**config.mk**
```make
export PLATFORM = sky130hd
export DESIGN_NAME = adder_ring_period_counter
export DESIGN_NICKNAME = d
export VERILOG_FILES = /design/src/rtl/adder_ring_period_counter.sv
export SDC_FILE = /design/constraint.sdc
export NUM_CORES = 1
export LEC_CHECK = 0
export ABC_AREA = 1
export CAP_MARGIN = 20
export CORE_MARGIN = 2
export CORE_UTILIZATION = 30
export CTS_CLUSTER_SIZE = 24
export DETAILED_ROUTE_END_ITERATION = 6
export PLACE_DENSITY = 0.54
export SYNTH_ARGS = -nofsm -noshare
export SYNTH_HDL_FRONTEND = slang
export SYNTH_SLANG_ARGS = --single-unit
```
**constraint.sdc**
```tcl
create_clock -name wb_clk_i -period 5.8 [get_ports wb_clk_i]
set_clock_uncertainty 0.2 [all_clocks]
set_input_delay 0.58 -clock wb_clk_i [delete_from_list [all_inputs] [get_ports wb_clk_i]]
set_output_delay 0.58 -clock wb_clk_i [all_outputs]
set_load 0.01 [all_outputs]
```
**src/rtl/adder_ring_period_counter.sv**
```systemverilog
// adder_ring_period_counter
//    Measurement stage for the instrumented Sklansky adder. Enables the adder's
//    ring-oscillator loop, synchronises its tap into wb_clk_i and counts rising
//    edges over a programmable gate window. The count is proportional to the
//    ring frequency. Ring frequency must stay below f_clk/2; faster rings alias.
module adder_ring_period_counter #(
   parameter int WIN_W         = 16,
   parameter int CNT_W         = 24,
   parameter int SETTLE_CYCLES = 8
) (
   input  logic             wb_clk_i,
   input  logic             wb_rst_i,
   input  logic             start,
   input  logic [WIN_W-1:0] window_cycles,
   input  logic             ring_in,
   output logic             ring_en,
   output logic             busy,
   output logic             done,
   output logic [CNT_W-1:0] count,
   output logic             overflow
);

   // Timer must hold both the settle length and the largest gate window.
   localparam int SET_W = $clog2(SETTLE_CYCLES + 1);
   localparam int TMR_W = (WIN_W > SET_W) ? WIN_W : SET_W;
   localparam logic [CNT_W-1:0] CNT_MAX = '1;

   typedef enum logic [1:0] {
      ST_IDLE,
      ST_ARM,
      ST_COUNT,
      ST_DONE
   } state_t;

   state_t           state, state_nxt;
   logic [TMR_W-1:0] timer, timer_nxt;
   logic [WIN_W-1:0] win_q;
   logic             s1, s2, s3;
   logic             ring_edge;
   logic             load_win;
   logic             clr_cnt;
   logic             cnt_en;
   logic             run_nxt;

   // Three-flop synchroniser for the asynchronous ring tap; runs in every state.
   always_ff @(posedge wb_clk_i) begin
      if (wb_rst_i) begin
         s1 <= 1'b0;
         s2 <= 1'b0;
         s3 <= 1'b0;
      end else begin
         // NOTE: non-blocking assignments so each stage takes the previous stage's old value.
         s1 <= ring_in;
         s2 <= s1;
         s3 <= s2;
      end
   end

   // s2/s3 are both past the metastability flop; only rising edges count.
   assign ring_edge = s2 & ~s3;

   // State and gate timer register.
   always_ff @(posedge wb_clk_i) begin
      if (wb_rst_i) begin
         state <= ST_IDLE;
         timer <= '0;
      end else begin
         state <= state_nxt;
         timer <= timer_nxt;
      end
   end

   // Next-state logic: settle in ARM, gate in COUNT, hold result in DONE.
   always_comb begin
      // NOTE: every combinational output gets a default first, so no latch is inferred.
      state_nxt = state;
      timer_nxt = timer;
      load_win  = 1'b0;
      clr_cnt   = 1'b0;
      cnt_en    = 1'b0;
      case (state)
         ST_IDLE, ST_DONE: begin
            if (start) begin
               state_nxt = ST_ARM;
               timer_nxt = TMR_W'(SETTLE_CYCLES - 1);
               load_win  = 1'b1;
               clr_cnt   = 1'b1;
            end
         end
         ST_ARM: begin
            if (timer == '0) begin
               if (win_q == '0) begin
                  state_nxt = ST_DONE;
               end else begin
                  state_nxt = ST_COUNT;
                  timer_nxt = TMR_W'(win_q) - TMR_W'(1);
               end
            end else begin
               timer_nxt = timer - TMR_W'(1);
            end
         end
         ST_COUNT: begin
            cnt_en = 1'b1;
            if (timer == '0) begin
               state_nxt = ST_DONE;
            end else begin
               timer_nxt = timer - TMR_W'(1);
            end
         end
         default: begin
            state_nxt = ST_IDLE;
         end
      endcase
   end

   assign run_nxt = (state_nxt == ST_ARM) || (state_nxt == ST_COUNT);

   // Status outputs are flops loaded from the next state, so they change
   // on the same edge as the state and never depend combinationally on inputs.
   always_ff @(posedge wb_clk_i) begin
      if (wb_rst_i) begin
         ring_en <= 1'b0;
         busy    <= 1'b0;
         done    <= 1'b0;
      end else begin
         ring_en <= run_nxt;
         busy    <= run_nxt;
         done    <= (state_nxt == ST_DONE);
      end
   end

   // Gate length is captured only when a start is accepted; stable for the run.
   always_ff @(posedge wb_clk_i) begin
      if (wb_rst_i) begin
         win_q <= '0;
      end else if (load_win) begin
         win_q <= window_cycles;
      end
   end

   // Saturating edge counter with sticky overflow, cleared when a run starts.
   always_ff @(posedge wb_clk_i) begin
      if (wb_rst_i) begin
         count    <= '0;
         overflow <= 1'b0;
      end else if (clr_cnt) begin
         count    <= '0;
         overflow <= 1'b0;
      end else if (cnt_en && ring_edge) begin
         if (count == CNT_MAX) begin
            overflow <= 1'b1;
         end else begin
            count <= count + CNT_W'(1);
         end
      end
   end

endmodule

```
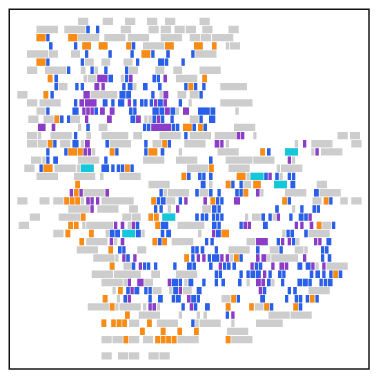
Run 1: logic cells by family
Drawn at 3 px/µm.
Key: cyan = adder and majority cells [cells 6, most used ha_1]; orange = inverting AOI/OAI gates [cells 84, most used a21oi_1]; blue = NAND gates [cells 258, most used nand2_1]; purple = NOR gates [cells 99, most used nor2_1]

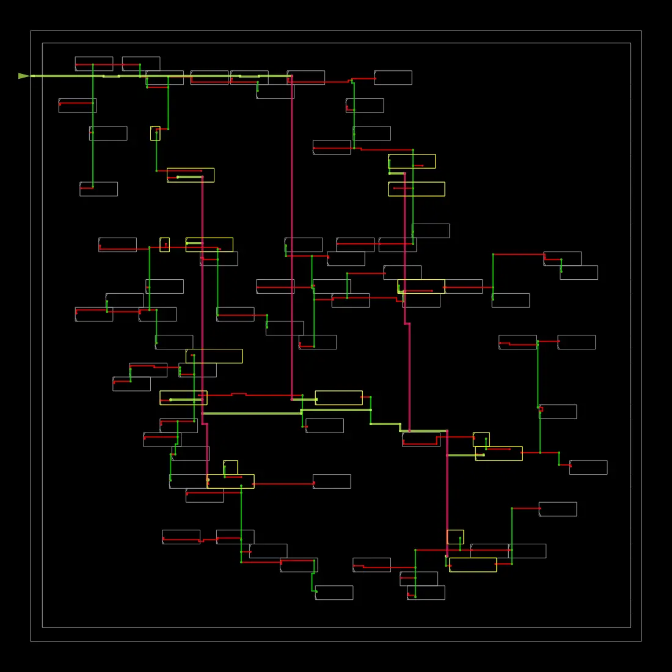
Run 1: clock wiring as the flow saved it
flop count: 64
power drawn by the clock network: 592 µW
clock tree buffer count of the final layout: 9
Late-Pin Clk Latency: 340 ps

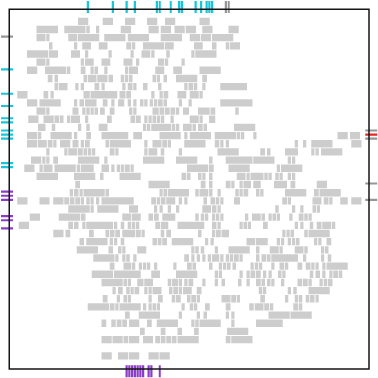
Run 1: pin placement
Drawn at 3 px/µm. Pins as bars across the die edge, other pins in grey.
Key: cyan = count [pins 24, direction output, edge 14 top, 10 left]; red = busy [pins 1, direction output, edge right]; purple = window_cycles [pins 16, direction input, edge 10 bottom, 6 left]
All pins by edge: 17 left, 16 top, 10 bottom, 5 right.
die extent in x: 119 µm
vertical die size: 119 µm
number of port buffers: 47

==> results.md, run 1 <==
| Group | Item | Reported |
| --- | --- | --- |
| run status | Run status | finished clean |
| floorplan | Number of cell rows | 42 |
| final timing | Headroom to the max-slew limit | 34.5% |
| floorplan | Top-level port count | 48 |
| synth | Number of distinct library cells after synthesis | 31 |
| clock tree | TritonCTS clock tree | yes |
| final timing | Number of endpoints failing setup at the final stage | 0 |
| clock tree | Clock buffer depth | 2 |
| synth | And+or+nand+nor area frac | 37.5% |
| pwr | Comb pwr share | 29.6% |
| min path | Worst hold path cell count | 2 |
| grt | Global-route met3 utilization | 3.26% |
| synth | Synth async-reset ratio | 0% |
| pwr | Power, Total | 1.55 mW |
| cells and area | Largest registers | count x24, timer x16, win_q x16 |
| synth | Most common cell in the synthesized netlist | nand2_1 |
| clock tree | Clock slew at reported path FFs | 60 ps |
| worst setup path | Number of buffer and inverter stages on the critical path | 3 |
| placed design | Dpl cells | 835 |
| cells and area | Cell group occupying the most layout area | combinational gates |
| pwr | Part of the total power dissipated in the clock network | 38.2% |
| cells and area | Multi-input logic portion of the cell area | 48.2% |
| worst setup path | Arrival time reported for the critical path endpoint | 2870 ps |
| clock tree | H-tree Lvls | 3 |
| min path | Min-Delay Path Class | reg -> reg |
| synth | Top area cells in the synthesized netlist | dfxtp_1 32%, nand2_1 19%, nor2_1 7.2% |
| pwr | Worst voltage drop across the vdd grid | 0.140 mV |
| cells and area | Area added between synthesis and finish | 22.9% |
| synth | Portion of synthesized cell area occupied by the leading cell type | 32.1% |
| worst setup path | Number of cells traversed by the worst register-to-register path | 7 |
| drt | Met1 WL | 5.48 mm |
| synth | Cell type with the largest total area | dfxtp_1 |
| worst setup path | Highest-delay cell along the critical path | inv_1 |
| cells and area | Net total in the final layout | 696 |
| worst setup path | Startpoint class of the critical path | input port |
| clock tree | Num CTS Buffers | 9 |
| cells and area | Ant. Diodes | 0 |
| pwr | Power consumed by combinational cells | 459 µW |
| pwr | Net switching power | 549 µW |
| final timing | Transition time of the tightest slew-check pin | 982 ps |
| worst setup path | Critical Path End | count[3] |
| pwr | Power density relative to cell area | 316 nW/µm² |
| grt | Via count of the first global-routing pass | 3784 |
| synth | Yosys synthesis chip area | 3990 µm² |
| job | Number of warnings in the stage logs | 27 |
| clock tree | Sinks on Clock Net | 64 |
| cells and area | Number of cells in the finished layout apart from fillers | 851 |
| synth | Multiplexer area fraction after synthesis | 0% |
| grt | Met1 capacity usage during global routing | 22.7% |
| synth | Number of enable flip-flop cells | 0 |
| grt | GRT Max-Usage Layer | met2 |
| synth | Main synth FF type | dfxtp_1 |
| drt | Vias post-DR | 3974 |
| drt | Aggregate routed wire length | 10.7 mm |
| cells and area | FF/Latch Area | 1280 µm² |
| worst setup path | Crit path max fanout | 30 |
| worst setup path | Category of the critical setup timing path | in -> reg |
| worst setup path | Cells along the critical path | clkdlybuf4s50_1, nand2_1, inv_1, nor2_1, inv_1, a21oi_1 |
| final timing | Final hold slack | 211 ps |
| grt | GRT Residual Overflow | 0 |
| worst setup path | Top Family by Delay on Critical Path | buffers and inverters |
| synth | Number of instances in the synthesized netlist | 628 |
| drt | Top routing layer in use | met4 |
| drt | Post-DR vias/cell | 4.67 |
| cells and area | Most common logic cells in the final layout | 203 x nand2_1, 77 x nor2_1, 64 x dfxtp_1, 61 x inv_1, 48 x a21oi_1 |
| final timing | Max Transition Viols Final | 0 |
| synth | Flip-flop and latch count after synthesis | 64 |
| synth | Sequential share of the synthesized area | 32.1% |
| final timing | Crit path setup slack, layout | 2910 ps |
| synth | Prevailing logic family in the synthesized netlist | simple AND/OR/NAND/NOR gates |
| synth | Post-synthesis adder-cell area fraction | 1.88% |
| cells and area | Non-clock buffer count | 49 |
| pwr | Reg power frac | 32.1% |
| cells and area | Register bank with the most flops | count |
| grt | Wire length of the first global-routing pass | 18.4 mm |
| synth | Net count after synthesis | 654 |
| synth | XOR-XNOR Cells, Area Fraction | 7.89% |
| drt | Number of iterations in the first detailed-routing pass | 5 |
| drt | Number of nets still failing antenna checks after routing | 0 |
| pwr | Top Consumer | clock |
| drt | Sum of met2 wire segment lengths after detailed routing | 4.35 mm |
| final timing | Total negative slack | 0 ps |
| clock tree | Setup bufs post-CTS | 0 |
| placed design | Placed wire-length estimate | 7.84 mm |
| synth | Syn Std Cell Area | 3990 µm² |
| placed design | Gp weighted congestion | 0.872 |
| worst setup path | CP Depth | 6 |
| pwr | Switching Fraction | 35.5% |
| synth | Mean instance size in the synthesized netlist | 6.36 µm² |
Run 1, wiring by layer:
Drawn at 2 px/µm. Two of the layers only.
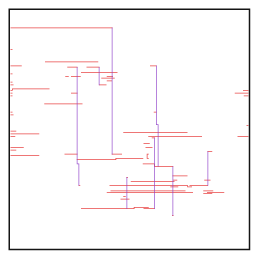

==> run 2, diff against run 1 <==
--- a/config.mk
+++ b/config.mk
@@ -11,7 +11,7 @@
 export CORE_UTILIZATION = 30
 export CTS_CLUSTER_SIZE = 24
 export DETAILED_ROUTE_END_ITERATION = 6
-export PLACE_DENSITY = 0.54
+export PLACE_DENSITY = 0.56
 export SYNTH_ARGS = -nofsm -noshare
 export SYNTH_HDL_FRONTEND = slang
 export SYNTH_SLANG_ARGS = --single-unit
==> constraint.sdc (replaced) <==
create_clock -name wb_clk_i -period 2.4 [get_ports wb_clk_i]
set_clock_uncertainty 0.2 [all_clocks]
set_input_delay 0.24 -clock wb_clk_i [delete_from_list [all_inputs] [get_ports wb_clk_i]]
set_output_delay 0.24 -clock wb_clk_i [all_outputs]
set_load 0.01 [all_outputs]
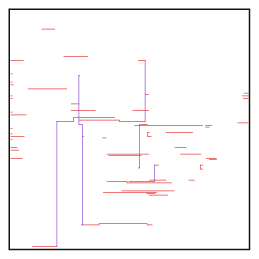
Run 2: wiring by layer
Drawn at 2 px/µm. Two of the layers only.
Key: purple = met4 [wire length 200 µm]; red = met3 [wire length 487 µm]

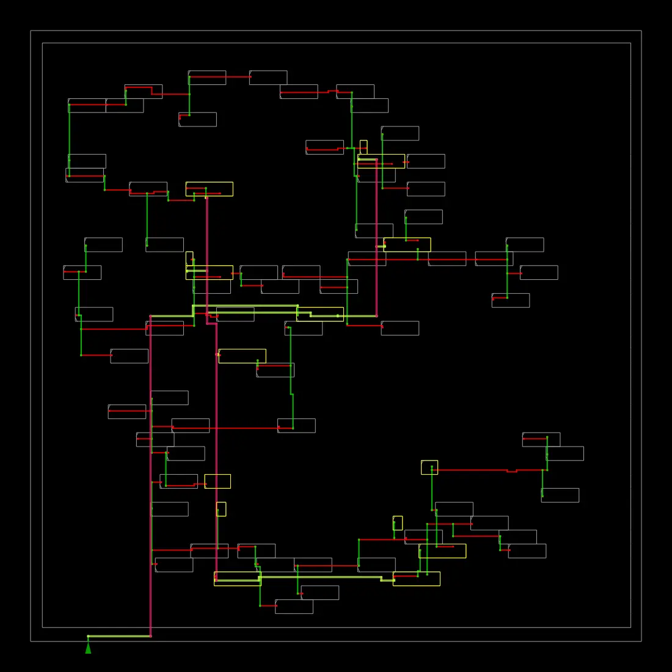
Run 2: clock wiring as the flow saved it
clock tree buffer count of the final layout: 12
Sinks on Clock Net: 64
power drawn by the clock network: 1.17 mW
Late-Pin Clk Latency: 330 ps

==> results.md, run 2 <==
| Group | Item | Reported |
| --- | --- | --- |
| synth | Number of instances in the synthesized netlist | 628 |
| pwr | Power, Total | 3.56 mW |
| clock tree | Clock slew at reported path FFs | 50 ps |
| pwr | Comb pwr share | 33.0% |
| synth | Mean instance size in the synthesized netlist | 6.36 µm² |
| clock tree | Setup bufs post-CTS | 0 |
| drt | Aggregate routed wire length | 10.9 mm |
| cells and area | Ant. Diodes | 0 |
| synth | And+or+nand+nor area frac | 37.5% |
| synth | XOR-XNOR Cells, Area Fraction | 7.89% |
| worst setup path | Critical Path End | busy |
| final timing | Max Transition Viols Final | 0 |
| synth | Synth async-reset ratio | 0% |
| pwr | Part of the total power dissipated in the clock network | 33.0% |
| pwr | Power consumed by combinational cells | 1.17 mW |
| synth | Prevailing logic family in the synthesized netlist | simple AND/OR/NAND/NOR gates |
| drt | Number of iterations in the first detailed-routing pass | 5 |
| cells and area | Cell group occupying the most layout area | combinational gates |
| synth | Portion of synthesized cell area occupied by the leading cell type | 32.1% |
| drt | Sum of met2 wire segment lengths after detailed routing | 4.82 mm |
| job | Number of warnings in the stage logs | 27 |
| drt | Top routing layer in use | met4 |
| min path | Min-Delay Path Class | reg -> reg |
| synth | Main synth FF type | dfxtp_1 |
| floorplan | Die extent in x | 119 µm |
| synth | Synth top cells by count | 203 x nand2_1, 77 x nor2_1, 64 x dfxtp_1 |
| final timing | Total negative slack | 0 ps |
| worst setup path | Category of the critical setup timing path | reg -> reg |
| pwr | Switching Fraction | 36.2% |
| synth | Number of distinct library cells after synthesis | 31 |
| cells and area | Flop count | 64 |
| clock tree | H-tree Lvls | 3 |
| synth | Most common cell in the synthesized netlist | nand2_1 |
| worst setup path | Crit path max fanout | 5 |
| synth | Sequential share of the synthesized area | 32.1% |
| worst setup path | CP Depth | 14 |
| synth | Flip-flop and latch count after synthesis | 64 |
| drt | Vias post-DR | 4040 |
| floorplan | Number of cell rows | 42 |
| placed design | Number of port buffers | 47 |
| worst setup path | Startpoint class of the critical path | flop |
| grt | Global-route met3 utilization | 2.92% |
| drt | Met1 WL | 5.38 mm |
| synth | Net count after synthesis | 654 |
| grt | Total routing usage reported by global routing | 16.1% |
| pwr | Net switching power | 1.29 mW |
| worst setup path | Top Family by Delay on Critical Path | simple AND/OR/NAND/NOR gates |
| final timing | Final hold slack | 203 ps |
| worst setup path | Arrival time reported for the critical path endpoint | 2210 ps |
| cells and area | Net total in the final layout | 713 |
| cells and area | Non-clock buffer count | 66 |
| placed design | Placed wire-length estimate | 8.44 mm |
| pwr | Internal power consumption | 2.27 mW |
| cells and area | Largest registers | count x24, timer x16, win_q x16 |
| grt | GRT Residual Overflow | 0 |
| placed design | Dpl cells | 851 |
| min path | Worst hold path cell count | 2 |
| cells and area | Area added between synthesis and finish | 25.3% |
| pwr | Top Consumer | registers |
| placed design | Gp weighted congestion | 0.934 |
| worst setup path | Cells along the critical path | inv_1, ha_1, nand2_2, nor2_1, nand2_1, nor2_4, nand2_1, nand3_1, nand2_1, nand2_1, inv_1, ha_1, inv_1, nor2_1 |
| drt | Post-DR vias/cell | 4.66 |
| pwr | Reg power frac | 34.0% |
| floorplan | Top-level port count | 48 |
| worst setup path | Number of cells traversed by the worst register-to-register path | 14 |
| synth | Syn Std Cell Area | 3990 µm² |
| run status | Run status | finished clean |
| grt | Wire length of the first global-routing pass | 18.4 mm |
| grt | Via count of the first global-routing pass | 3817 |
| worst setup path | Highest-delay cell along the critical path | dfxtp_1 |
| floorplan | Vertical die size | 119 µm |
| pwr | Worst voltage drop across the vdd grid | 0.255 mV |
| final timing | Transition time of the tightest slew-check pin | 504 ps |
| cells and area | Register bank with the most flops | count |
| clock tree | TritonCTS clock tree | yes |
| synth | Yosys synthesis chip area | 3990 µm² |
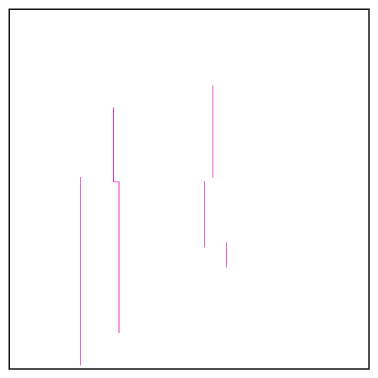
Run 2: signal wires on met4
Drawn at 3 px/µm.
The longest straight run is 62.6 µm. 4 nets have wire on it.

Power figures rest on the tool's default switching activity, not on a simulated workload.
